## src/rtl/req_idx_if.sv

```systemverilog
// Request/index handshake bundle for req_idx_encoder.
// slave  : the encoder side (takes requests and acks, drives index/status).
// master : the requester/consumer side.
interface req_idx_if #(
  parameter int IDX_W = 5
);
  localparam int NREQ = 2 ** IDX_W;

  logic [NREQ-1:0]  req_in;
  logic             idx_ack;
  logic [IDX_W-1:0] idx_out;
  logic             idx_valid;
  logic [NREQ-1:0]  pend_out;
  logic             none_pending;

  modport slave (
    input  req_in,
    input  idx_ack,
    output idx_out,
    output idx_valid,
    output pend_out,
    output none_pending
  );

  modport master (
    output req_in,
    output idx_ack,
    input  idx_out,
    input  idx_valid,
    input  pend_out,
    input  none_pending
  );
endinterface

```

## src/rtl/req_idx_encoder.sv

```systemverilog
// req_idx_encoder: collects request lines into a sticky pending register and
// offers one pending index at a time through a valid/ack handshake.
//
// Build option: define REQ_IDX_ROUND_ROBIN_EN for round-robin selection that
// starts just past the last accepted index. Without it the lowest pending
// index always wins and no last-grant pointer exists.
//
// state | meaning
// ------+-----------------------------------------------------------
// IDLE  | no offer outstanding; searching pending for a winner
// OFFER | idx_out holds a pending index, waiting for idx_ack
module req_idx_encoder #(
  parameter int IDX_W   = 5,
  parameter int PTR_RST = 31
) (
  input  logic   clk,
  input  logic   rst,
  req_idx_if.slave bus
);
  localparam int NREQ = 2 ** IDX_W;

  // Reject a reset pointer that cannot be represented as an index.
  if (PTR_RST < 0 || PTR_RST >= NREQ) begin : g_bad_ptr_rst
    $error("req_idx_encoder: PTR_RST out of range");
  end

  typedef enum logic {
    IDLE  = 1'b0,
    OFFER = 1'b1
  } state_t;

  state_t           state_q, state_d;
  logic [NREQ-1:0]  pend_q, pend_d;
  logic [IDX_W-1:0] idx_q, idx_d;
  logic             none_pend_q, none_pend_d;
  logic [NREQ-1:0]  clr_mask;
  logic             accept;
  logic             win_found;
  logic [IDX_W-1:0] win_idx;

`ifdef REQ_IDX_ROUND_ROBIN_EN
  logic [IDX_W-1:0] last_ptr_q, last_ptr_d;
`endif

  assign accept = (state_q == OFFER) && bus.idx_ack;

  // Winner search over the registered pending vector.
  always_comb begin
    logic [IDX_W-1:0] cand;
    win_found = 1'b0;
    win_idx   = '0;
    cand      = '0;
    for (int i = 0; i < NREQ; i++) begin
`ifdef REQ_IDX_ROUND_ROBIN_EN
      // Start one past the last grant; the IDX_W-bit add wraps modulo NREQ.
      cand = last_ptr_q + IDX_W'(i + 1);
`else
      cand = IDX_W'(i);
`endif
      if (!win_found && pend_q[cand]) begin
        win_found = 1'b1;
        win_idx   = cand;
      end
    end
  end

  // Pending update: accepted bit cleared, new requests set (set wins).
  always_comb begin
    clr_mask    = '0;
    if (accept) begin
      clr_mask = NREQ'(1) << idx_q;
    end
    pend_d      = (pend_q & ~clr_mask) | bus.req_in;
    none_pend_d = (pend_d == '0);
  end

  // Handshake FSM: next state, offered index and last-grant pointer.
  always_comb begin
    state_d = state_q;
    idx_d   = idx_q;
`ifdef REQ_IDX_ROUND_ROBIN_EN
    last_ptr_d = last_ptr_q;
`endif
    case (state_q)
      IDLE: begin
        if (win_found) begin
          idx_d   = win_idx;
          state_d = OFFER;
        end
      end
      OFFER: begin
        if (bus.idx_ack) begin
`ifdef REQ_IDX_ROUND_ROBIN_EN
          last_ptr_d = idx_q;
`endif
          state_d = IDLE;
        end
      end
      default: state_d = IDLE;
    endcase
  end

  // State and datapath registers.
  always_ff @(posedge clk or posedge rst) begin
    if (rst) begin
      state_q     <= IDLE;
      pend_q      <= '0;
      idx_q       <= '0;
      none_pend_q <= 1'b1;
    end else begin
      state_q     <= state_d;
      pend_q      <= pend_d;
      idx_q       <= idx_d;
      none_pend_q <= none_pend_d;
    end
  end

`ifdef REQ_IDX_ROUND_ROBIN_EN
  // Last-grant pointer; the reset value makes the first search begin at PTR_RST+1.
  always_ff @(posedge clk or posedge rst) begin
    if (rst) begin
      last_ptr_q <= IDX_W'(PTR_RST);
    end else begin
      last_ptr_q <= last_ptr_d;
    end
  end
`endif

  assign bus.idx_out      = idx_q;
  assign bus.idx_valid    = (state_q == OFFER);
  assign bus.pend_out     = pend_q;
  assign bus.none_pending = none_pend_q;

endmodule

```

## src/flat_wrapper.sv

```systemverilog
// flat-port wrapper written by rule: the top's interface ports become plain ports
module req_idx_encoder_flat 
#(
  parameter int IDX_W   = 5,
  parameter int PTR_RST = 31
)
  (clk, rst, bus_req_in, bus_idx_ack, bus_idx_out, bus_idx_valid, bus_pend_out, bus_none_pending);
  req_idx_if #(.IDX_W(IDX_W)) bus_i ();
  input  logic clk;
  input  logic rst;
  input wire logic [$bits(bus_i.req_in)-1:0] bus_req_in;
  input wire logic [$bits(bus_i.idx_ack)-1:0] bus_idx_ack;
  output wire logic [$bits(bus_i.idx_out)-1:0] bus_idx_out;
  output wire logic [$bits(bus_i.idx_valid)-1:0] bus_idx_valid;
  output wire logic [$bits(bus_i.pend_out)-1:0] bus_pend_out;
  output wire logic [$bits(bus_i.none_pending)-1:0] bus_none_pending;
  assign bus_i.req_in = bus_req_in;
  assign bus_i.idx_ack = bus_idx_ack;
  assign bus_idx_out = bus_i.idx_out;
  assign bus_idx_valid = bus_i.idx_valid;
  assign bus_pend_out = bus_i.pend_out;
  assign bus_none_pending = bus_i.none_pending;
  req_idx_encoder #(.IDX_W(IDX_W), .PTR_RST(PTR_RST)) u_core (.clk(clk), .rst(rst), .bus(bus_i));
endmodule
```

## config.mk

```make
export PLATFORM = sky130hd
export DESIGN_NAME = req_idx_encoder_flat
export DESIGN_NICKNAME = d
export VERILOG_FILES = /design/src/rtl/req_idx_if.sv /design/src/rtl/req_idx_encoder.sv /design/src/flat_wrapper.sv
export SDC_FILE = /design/constraint.sdc
export NUM_CORES = 1
export LEC_CHECK = 0
export ABC_AREA = 1
export ABC_CLOCK_PERIOD_IN_PS = 3600
export CELL_PAD_IN_SITES_DETAIL_PLACEMENT = 0
export CELL_PAD_IN_SITES_GLOBAL_PLACEMENT = 2
export CORE_MARGIN = 2
export CORE_UTILIZATION = 26
export DETAILED_ROUTE_END_ITERATION = 6
export PLACE_DENSITY_LB_ADDON = 0.1
export RECOVER_POWER = 25
export SETUP_SLACK_MARGIN = 0.3
export SLEW_MARGIN = 10
export SYNTH_ARGS = -nofsm -noshare
export SYNTH_HDL_FRONTEND = slang
export SYNTH_SLANG_ARGS = --single-unit
```

## constraint.sdc

```tcl
create_clock -name clk -period 3.6 [get_ports clk]
set_input_delay 0.54 -clock clk [delete_from_list [all_inputs] [get_ports clk]]
set_output_delay 0.54 -clock clk [all_outputs]
set_load 0.02 [all_outputs]
```

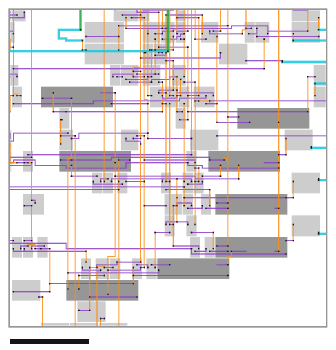
run_1/closeup.png
Scale bar: 10 um. Region (55, 5) to (95, 45) um. Cells in grey, sequential cells in the stronger grey; small squares are vias.
Key: M4 = green; M3 = cyan; M1 = purple; M2 = orange
Most frequent: nand2_1 (19), clkdlybuf4s50_1 (9). Sequential cells in the window: 8. 69 logic cells have their middle in the window. Netlist names of flops here include `u_core.bus.idx_out` (5), `u_core.bus.pend_out` (2).

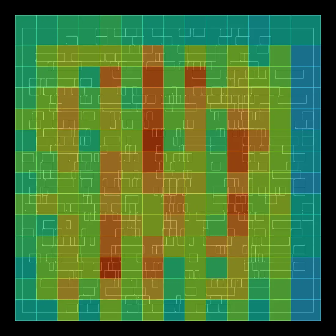
run_1/congestion_map.png
GRT Max-Usage Layer: met2
combined global-route utilization of all metal layers: 16.7%
met2 Resource Use GR: 28.5%
Core Util, Final: 38.0%
Routed WL per cell: 16.2 um

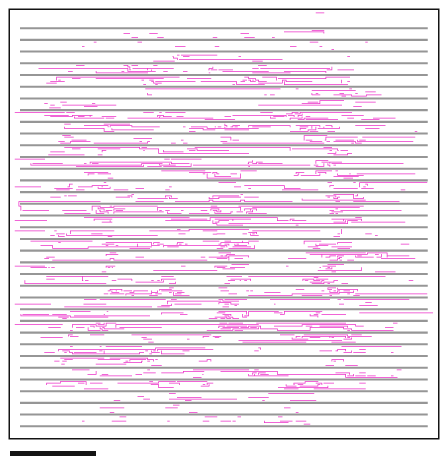
run_1/m1.png
Scale bar: 20 um. Supply wires on this layer in grey.
The layer holds 46% of the routed length. 376 nets have wire on it. The layer carries 3660 um of wire. The wires run mostly horizontal.

==> reports/results.env, run 1 <==
TIMING_WORST_SETUP_PATH_TYPE='reg -> reg'
COUNT_OF_BOUNDARY_I_O_PINS=74
POWERDENSITY_nW_PER_UM2=306
PORTION_OF_THE_POST_SYNTHESIS_AREA_USED_BY_SEQUENTIAL_ELEMENTS_PCT=41.3
CTS.REPORTEDPATHS.CLKPINSLEW_NS=0.08
BUFFER_PORTS.INSERTED=73
R2R_DEPTH=20
FINAL_MIN_PERIOD_OVER_CLOCK_PERIOD_PCT=77.1
MAX-VDD-IR-DROP_uV=115
CRIT_CELLS=20
NUM_ROWS=34
WL_MET1_UM=3660
TIMING.CRITICAL_PATH.FANOUT_MAX=7
SYNTHTOPCELLSBYAREA='dfrtp_1 40%, inv_1 10%, nand2_1 7.0%'
FINALCLOCKSKEW_NS=0.00767
LAYOUT-DRIVE-GT1-SHARE_PCT=7.27
CRIT_PATH_MAX_INCR_DELAY_NS=0.42
FP.DIEH_UM=99.4
MET2_LENGTH_UM=3880
CLOCK-ROOT-BUFFER='clkbuf_8'
SYN_AREA_UM2=2370
GRT_START_MAX_NET_PINS=40
CLOCK_POWER_SHARE_PCT=32.7
POWER.NET_SWITCHING_mW=0.302
SETUP_VIOL=0
MAX_CAP_VIOLATIONS=1
YS.WARNINGS.COUNT=0
WORSTSETUPENDPOINTTYPE='register'
GLOBALROUTE.TOTALOVERFLOW=0
TIMING.CRITICAL_PATH.CELLS='nor2_2 > nand3_2 > nor2_4 > nand4_4 > nor2_4 > nand4_2 > nor2_4 > nand4_4 > nor2_4 > nand4_4 > nor2_4 > nand4_4 > nor2_4 > nand3_2 > nor2_2 > nand4_1 > nand2_2 > inv_4 > nand2_1 > nand2_1'
POWER.SHARE.COMBINATIONAL_PCT=20.7
SYNTH_AREA_LEADER='dfrtp_1'
CTS-ROOT-TO-SINK-BUFFERS=2
FINAL_AREA_UM2=3330
MIN_PERIOD_NS=2.78
DPL-INSTANCE-AREA_UM2=3240
DRC=0
AVGSYNTHCELLAREA_UM2=7.74
POST_DETAILED_ROUTE_COUNT_OF_ANTENNA_VIOLATING_NETS=0
TIMING.CRITICAL_PATH.MODE_CELL='nor2_4'
SYNTH_FLOP_COUNT=39
SYNTH-AREA-YOSYS_UM2=2370
CLKSINKCOUNT=39
POSTCTSSETUPBUFFERS=0
TOP_CELL_AREA_SHARE_PCT=40.2
CLOCK.FMAX_MHz=360
HOLD_PATH_DEPTH=2
WORST_SKEW_PAIR.LATE_LATENCY_NS=0.29
TOTAL_LEAKAGE_POWER_nW=1.54
POSTSYNTHNETCOUNT=341
WORST_SLEW_MARGIN_REL_PCT=-47.7
TRITONCTS='built'
CTS-HOLD-FIX-BUFFERS=0
CTS_BUF_COUNT=5
CORE_AREA_UM2=8760
CRITPATHREQUIREDTIME_NS=3.79
FRACTION_OF_POWER_SPENT_SWITCHING_NETS_PCT=29.7
HOLD_CRIT_PATH_TYPE='reg -> reg'
CP_DATA_ARRIVAL_TIME_NS=2.97
NUMPLACEDINSTANCES=485
FINALWEIGHTEDCONGESTION=0.824
INSERTEDDIODECOUNT=0
FP.DIEW_UM=99.4
FINAL_LAYOUT_TOP_LOGIC_CELLS='72 x clkdlybuf4s50_1, 63 x inv_1, 44 x nand2_1, 38 x nor2_1, 38 x dfrtp_1'
SLOWEST_STAGE='dfrtp_1'
CPLARGESTDELAYFAMILY='simple AND/OR/NAND/NOR gates'
HIGHEST_COUNT_LOGIC_CELL_IN_THE_FINAL_LAYOUT='clkdlybuf4s50_1'
ROUTED_WIRELENGTH_UM=7970
DRT_PASS1_ITERATIONS=4
HOLD_VIOLATIONS=0
DRT_ITER0_DRC=100
GRT_PASS1_WL_UM=12500
UNIQUE_MASTERS_POST_SYNTH=28
POST_LAYOUT_NONFILLER_INSTANCES=493
WORST-SLEW-PIN-TRANSITION_NS=2.22
GRT_SETUP_UNREPAIRED='false'
CRITPATHLAUNCHTYPE='register'
POWER_mW=1.02
SYN-INSTANCE-COUNT=306
FLOORPLAN.INITIALDENSITY_PCT=27.0
WARNINGS=26
TNS_NS=0
SEQ_POWER_SHARE_PCT=46.6
POST_CTS_RESIZED=0
ROUTE.TOP_LAYER_USED='met4'
AVGVIACOUNTPERCELL=4.65
INTERNAL_POWER_mW=0.716
FIRST_GLOBAL_VIAS=2418
YOSYS_CELLS=306
RUN_STATUS='finished with violations'
DIE_AREA_UM2=9880
VIA_COUNT=2293
HTREE_NUM_LEVELS=2
FAILED_CHECKS='max-capacitance violations, max-slew violations'
AREA_GROWTH_PCT=40.8
FINALMAXSLEWVIOLATIONS=40
FINALNETCOUNT=419
WL_MET3_UM=321
POST-DP-HPWL_UM=6620
CRIT_BUF_INV=1
INITIAL_ANTENNA_VIOLATION_COUNT=0
[run 1: per-stage QoR]
step	setup WS [ns]	hold WS, ns
after detailed placement	0.774	0.541
after global placement	0.761	0.550
after CTS	0.788	0.563
after global routing	0.333	0.594
final	0.823	0.566
after floorplan	0.972	0.624
[run 1: flip-flops by register name, indices dropped and copies added (netlist names)]
signal                   cells
u_core.bus.none_pending      1
u_core.bus.idx_valid         1
u_core.bus.idx_out           5
u_core.bus.pend_out         32
[run 1: power by group through the flow]
stage	sequential, mW	clock, mW	combinational, mW
3_5_place_dp	0.483	0	0.216
3_3_place_gp	0.483	0	0.217
2_1_floorplan	0.492	0	0.0943
4_1_cts	0.474	0.348	0.217
6_report	0.474	0.333	0.211
5_1_grt	0.478	0.361	0.234
[run 1: cell families after synthesis]
family,share of synthesized area [%]
AND/OR/NAND/NOR,34.4
buffers and inverters,11.0
AND-OR/OR-AND,13.3
flip-flops,41.3
[run 1: cell usage after synthesis]
master	n
a2111oi_0	1
a21o_1	2
a21oi_1	15
a311oi_1	1
clkbuf_1	5
dfrtp_1	38
dfstp_2	1
inv_1	63
inv_4	1
nand2_1	44
nand2_2	1
nand3_1	14
nand3_2	2
nand3b_1	1
nand4_1	13
nand4_2	1
nand4_4	4
nor2_1	38
nor2_2	2
nor2_4	7
nor3_1	9
nor4_1	14
o2111ai_1	1
o211ai_1	1
o21a_1	1
o21ai_0	7
o21bai_1	15
o41ai_1	4
[run 1: worst paths after layout]
check                                             from                      end  slack [ns]
worst max-delay path            u_core.bus.pend_out[3]    u_core.bus.idx_out[1]        0.82
worst min-delay path             u_core.bus.idx_out[4]    u_core.bus.idx_out[4]        0.57
worst max register to register  u_core.bus.pend_out[3]    u_core.bus.idx_out[1]        0.82
worst min register to register   u_core.bus.idx_out[4]    u_core.bus.idx_out[4]        0.57
max in group asynchronous                          rst  u_core.bus.pend_out[27]        0.83
min in group asynchronous                          rst  u_core.bus.pend_out[13]        1.48
[run 1: tightest hold or removal path, delay by kind of cell (launching register included)]
family	cells	cell delay, ns
and+or+nand+nor	2	0.13
DFF	1	0.41
[run 1: routing by layer]
layer  up-vias  GRT usage [%]
li1       1175              -
met1      1064           21.7
met2        47           28.5
met3         7           3.09
met4         0           4.53
met5         -              0
[run 1: cell type report]
cell class	instances	area [um2]
inverters	64	243
multi-input cells	198	1130
well taps	108	135
repair buffers	76	749
clock buffers	8	100
flip-flops and latches	39	977
fillers	961	5430
run_1/gates.png
Scale bar: 20 um.
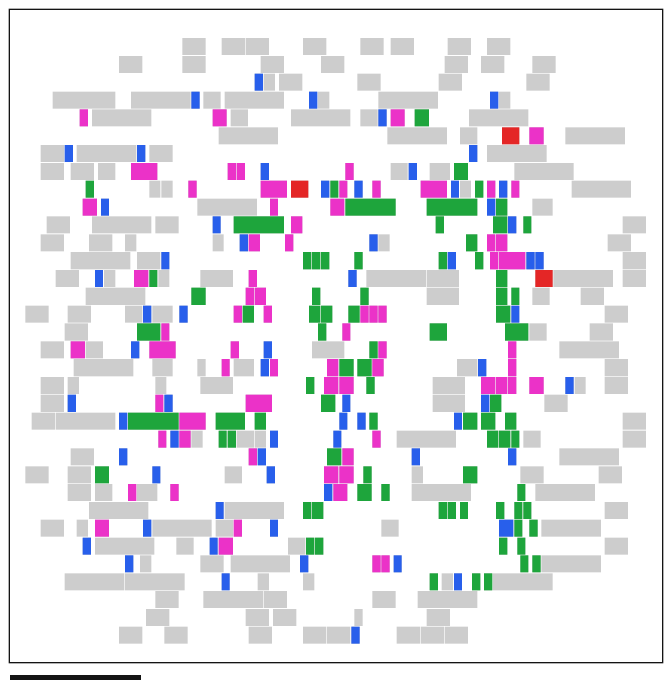

==> run 1 -> run 2 <==
--- a/config.mk
+++ b/config.mk
@@ -6,7 +6,7 @@
 export NUM_CORES = 1
 export LEC_CHECK = 0
 export ABC_AREA = 1
-export ABC_CLOCK_PERIOD_IN_PS = 3600
+export ABC_CLOCK_PERIOD_IN_PS = 2650
 export CELL_PAD_IN_SITES_DETAIL_PLACEMENT = 0
 export CELL_PAD_IN_SITES_GLOBAL_PLACEMENT = 2
 export CORE_MARGIN = 2
==> constraint.sdc (replaced) <==
create_clock -name clk -period 2.65 [get_ports clk]
set_input_delay 0.3975 -clock clk [delete_from_list [all_inputs] [get_ports clk]]
set_output_delay 0.3975 -clock clk [all_outputs]
set_load 0.02 [all_outputs]
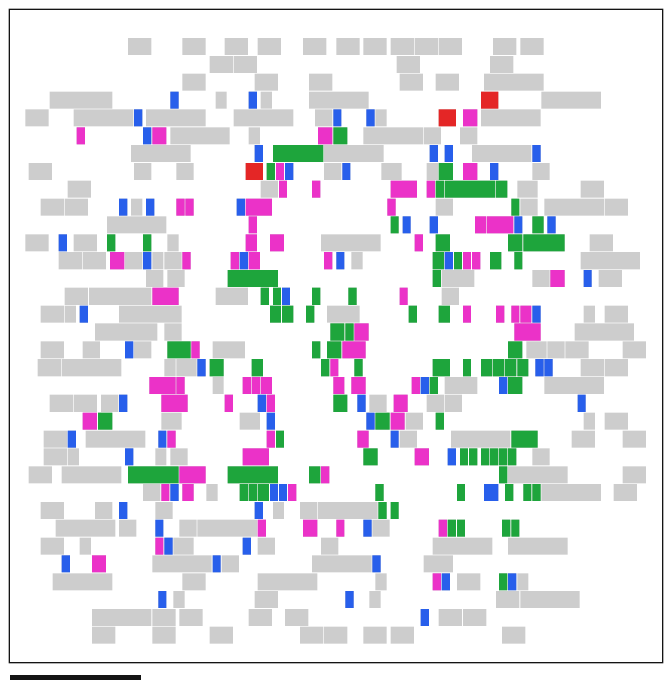
run_2/gates.png
Scale bar: 20 um.
Key: nor cells = magenta [cells 70, most used nor2_1]; inv cells = blue [cells 64, most used inv_1, where spread over the die]; non-inverting ao/oa cells = red [cells 3, most used a21o_1]; nand cells = green [cells 80, most used nand2_1]

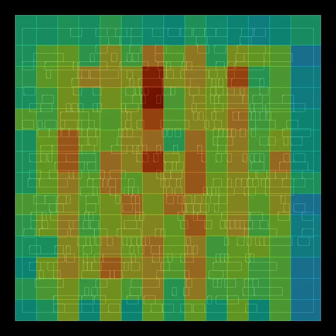
run_2/congestion_map.png
met3 track demand over resource in global routing: 2.88%
Core Util, Final: 40.0%
combined global-route utilization of all metal layers: 16.8%

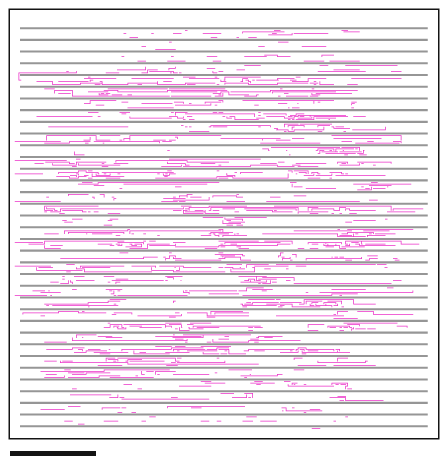
run_2/m1.png
Scale bar: 20 um. Supply wires on this layer in grey.
The wires run mostly horizontal. The layer holds 46% of the routed length. The layer carries 3760 um of wire. The longest straight run is 30.4 um. 394 nets have wire on it.

==> reports/results.env, run 2 <==
TOP_CELL_TYPES_BY_OCCURRENCE_AFTER_SYNTHESIS='63 x inv_1, 44 x nand2_1, 38 x dfrtp_1, 38 x nor2_1'  # unchanged
CP_DATA_ARRIVAL_TIME_NS=2.87  # was 2.97 ns
DPL-INSTANCE-AREA_UM2=3360  # was 3240 um2
CTS-ROOT-TO-SINK-BUFFERS=2  # unchanged
TOTAL_LEAKAGE_POWER_nW=1.63  # was 1.54 nW
TIMING.CRITICAL_PATH.CELLS='nor2_4 > nand3_2 > nor2_4 > nand4_4 > nor2_4 > nand4_4 > nor2_4 > nand4_4 > nor2_4 > nand4_4 > nor2_4 > nand4_4 > nor2_4 > nand3_4 > nor2_4 > nand4_1 > nand2_4 > inv_4 > nand2_1 > nand2_1'  # was nor2_2 > nand3_2 > nor2_4 > nand4_4 > nor2_4 > nand4_2 > nor2_4 > nand4_4 > nor2_4 > nand4_4 > nor2_4 > nand4_4 > nor2_4 > nand3_2 > nor2_2 > nand4_1 > nand2_2 > inv_4 > nand2_1 > nand2_1
VIA_COUNT=2371  # was 2293
LAYOUT-DRIVE-GT1-SHARE_PCT=12.9  # was 7.27%
GRT_SETUP_UNREPAIRED='true'  # was false
CLOCK_POWER_SHARE_PCT=30.8  # was 32.7%
REGISTER_TO_REGISTER_SETUP_SLACK_NS=-0.03  # was 0.82 ns
FIRST_GLOBAL_VIAS=2466  # was 2418
NUM_ROWS=34  # unchanged
TIMING.CRITICAL_PATH.MODE_CELL='nor2_4'  # unchanged
HOLD_VIOLATIONS=0  # unchanged
WORST_SLEW_MARGIN_REL_PCT=26.1  # was -47.7%
FAILED_CHECKS='negative setup slack'  # was max-capacitance violations, max-slew violations
CLOCK-ROOT-BUFFER='clkbuf_8'  # unchanged
FINALCLOCKSKEW_NS=0.0111  # was 0.00767 ns
COUNT_OF_BOUNDARY_I_O_PINS=74  # unchanged
POST-ROUTE-WORST-SETUP-SLACK_NS=-0.0282  # was 0.823 ns
MIN_PERIOD_NS=2.68  # was 2.78 ns
YOSYS-DOMINANT-COMB-FAMILY='simple AND/OR/NAND/NOR gates'  # unchanged
POST_SYNTH_AO_OA_AREA_FRACTION_PCT=13.3  # unchanged
FINALNETCOUNT=437  # was 419
FP.DIEW_UM=99.4  # unchanged
FINAL_LAYOUT_TOP_LOGIC_CELLS='72 x clkdlybuf4s50_1, 63 x inv_1, 44 x nand2_1, 37 x nor2_1, 35 x dfrtp_1'  # was 72 x clkdlybuf4s50_1, 63 x inv_1, 44 x nand2_1, 38 x nor2_1, 38 x dfrtp_1
YOSYS_CELLS=306  # unchanged
FLOORPLAN.INITIALDENSITY_PCT=27.0  # unchanged
SEQUENTIAL_CELL_AREA_UM2=981  # was 977 um2
XOR_XNOR_CELL_AREA_SHARE_OF_THE_YOSYS_NETLIST_PCT=0  # unchanged
CRITPATHLAUNCHTYPE='register'  # unchanged
CLKSINKCOUNT=39  # unchanged
GRT_START_MAX_NET_PINS=25  # was 40
CTS.REPORTEDPATHS.CLKPINSLEW_NS=0.09  # was 0.08 ns
CPLARGESTDELAYFAMILY='simple AND/OR/NAND/NOR gates'  # unchanged
SHARE_OF_FLIP_FLOPS_WITH_AN_ASYNCHRONOUS_SET_OR_RESET_PCT=100  # unchanged
CRIT_BUF_INV=1  # unchanged
SETUP_VIOL=5  # was 0
FINALWEIGHTEDCONGESTION=0.801  # was 0.824
AVGSYNTHCELLAREA_UM2=7.74  # unchanged
DRC=0  # unchanged
SYN-INSTANCE-COUNT=306  # unchanged
CORE_AREA_UM2=8760  # unchanged
SYN_AREA_UM2=2370  # unchanged
SYNTHTOPCELLSBYAREA='dfrtp_1 40%, inv_1 10%, nand2_1 7.0%'  # unchanged
TOP_CELL_AREA_SHARE_PCT=40.2  # unchanged
R2R_DEPTH=20  # unchanged
CLOCK.FMAX_MHz=373  # was 360 MHz
FP.DIEH_UM=99.4  # unchanged
CTS-HOLD-FIX-BUFFERS=0  # unchanged
WORST_R2R_STARTPOINT='u_core.bus.pend_out[2]'  # was u_core.bus.pend_out[3]
RUN_STATUS='finished with violations'  # unchanged
POWERDENSITY_nW_PER_UM2=394  # was 306 nW/um2
HIGHEST_COUNT_LOGIC_CELL_IN_THE_FINAL_LAYOUT='clkdlybuf4s50_1'  # unchanged
TIMING.RR.END='u_core.bus.idx_out[2]'  # was u_core.bus.idx_out[1]
POST-DP-HPWL_UM=6770  # was 6620 um
DRT_PASS1_ITERATIONS=4  # unchanged
CTS_BUF_COUNT=5  # unchanged
SYNTH_FLOP_COUNT=39  # unchanged
YOSYS.AREA_SHARE.SIMPLE_PCT=34.4  # unchanged
AREA_GROWTH_PCT=48.2  # was 40.8%
WORSTSETUPENDPOINTTYPE='register'  # unchanged
TIMING_WORST_SETUP_PATH_TYPE='reg -> reg'  # unchanged
## run 2: kinds of logic (layout without fill, tap and decap cells)
| group | Yosys count | after routing |
|---|---|---|
| compound gates | 48 | 48 |
| buf+inv | 69 | 166 |
| flops | 39 | 39 |
| simple gates | 150 | 150 |
## run 2: routing by layer
metal,vias up,GRT usage (%),wire length (um)
met2,56,29.4,4000
met1,1099,21.9,3760
met4,0,3.16,53
met5,-,0,0
met3,5,2.88,289
li1,1211,-,-
## run 2: power by group through the flow
stage | clock network [mW] | registers (mW) | logic (mW)
2_1_floorplan | 0 | 0.670 | 0.128
5_1_grt | 0.462 | 0.641 | 0.352
3_3_place_gp | 0 | 0.649 | 0.320
4_1_cts | 0.443 | 0.638 | 0.319
6_report | 0.425 | 0.638 | 0.318
3_5_place_dp | 0 | 0.649 | 0.317
## run 2: per-stage QoR
step                      std cells  setup TNS, ns  hold WS (ns)
final                           511         -0.111         0.556
after global placement          499        -0.0784         0.548
after floorplan                 306              0         0.494
after CTS                       510         -0.363         0.523
after global routing            511          -1.35         0.610
after detailed placement        499         -0.385         0.541
## run 2: repair_timing
item                       4_1_cts  5_1_grt
setup endpoints to repair        6        7
setup buffers                    3        1
pin swaps                        0        1
gates resized                    1        7
## run 2: how the worst min path moves through the flow
| stage | to | cells past startpoint | slack, ns | startpoint |
|---|---|---|---|---|
| finish | u_core.bus.idx_out[4] | 2 | 0.56 | u_core.bus.idx_out[4] |
| global route | u_core.bus.idx_out[4] | 2 | 0.61 | u_core.bus.idx_out[4] |
| detailed placement | u_core.bus.idx_out[4] | 2 | 0.54 | u_core.bus.idx_out[4] |
| floorplan | u_core.bus.idx_valid | 1 | 0.49 | bus_idx_ack |
| CTS | u_core.bus.pend_out[13] | 2 | 0.52 | rst |
| global placement | u_core.bus.idx_out[4] | 2 | 0.55 | u_core.bus.idx_out[4] |
## run 2: layout make-up
| type | count | area share [%] |
|---|---|---|
| flip-flops and latches | 39 | 28.0 |
| inverters | 64 | 6.92 |
| repair buffers | 94 | 25.5 |
| clock inverters | 3 | 0.571 |
| well taps | 108 | 3.85 |
| multi-input cells | 198 | 33.3 |
| clock buffers | 5 | 1.96 |
## run 2: tightest hold or removal path: stages, from the launching register on
cell	delay, ns
dfrtp_1	0.41
nand2_1	0.07
nand2_1	0.05
Power is estimated from default activity; no workload was simulated.
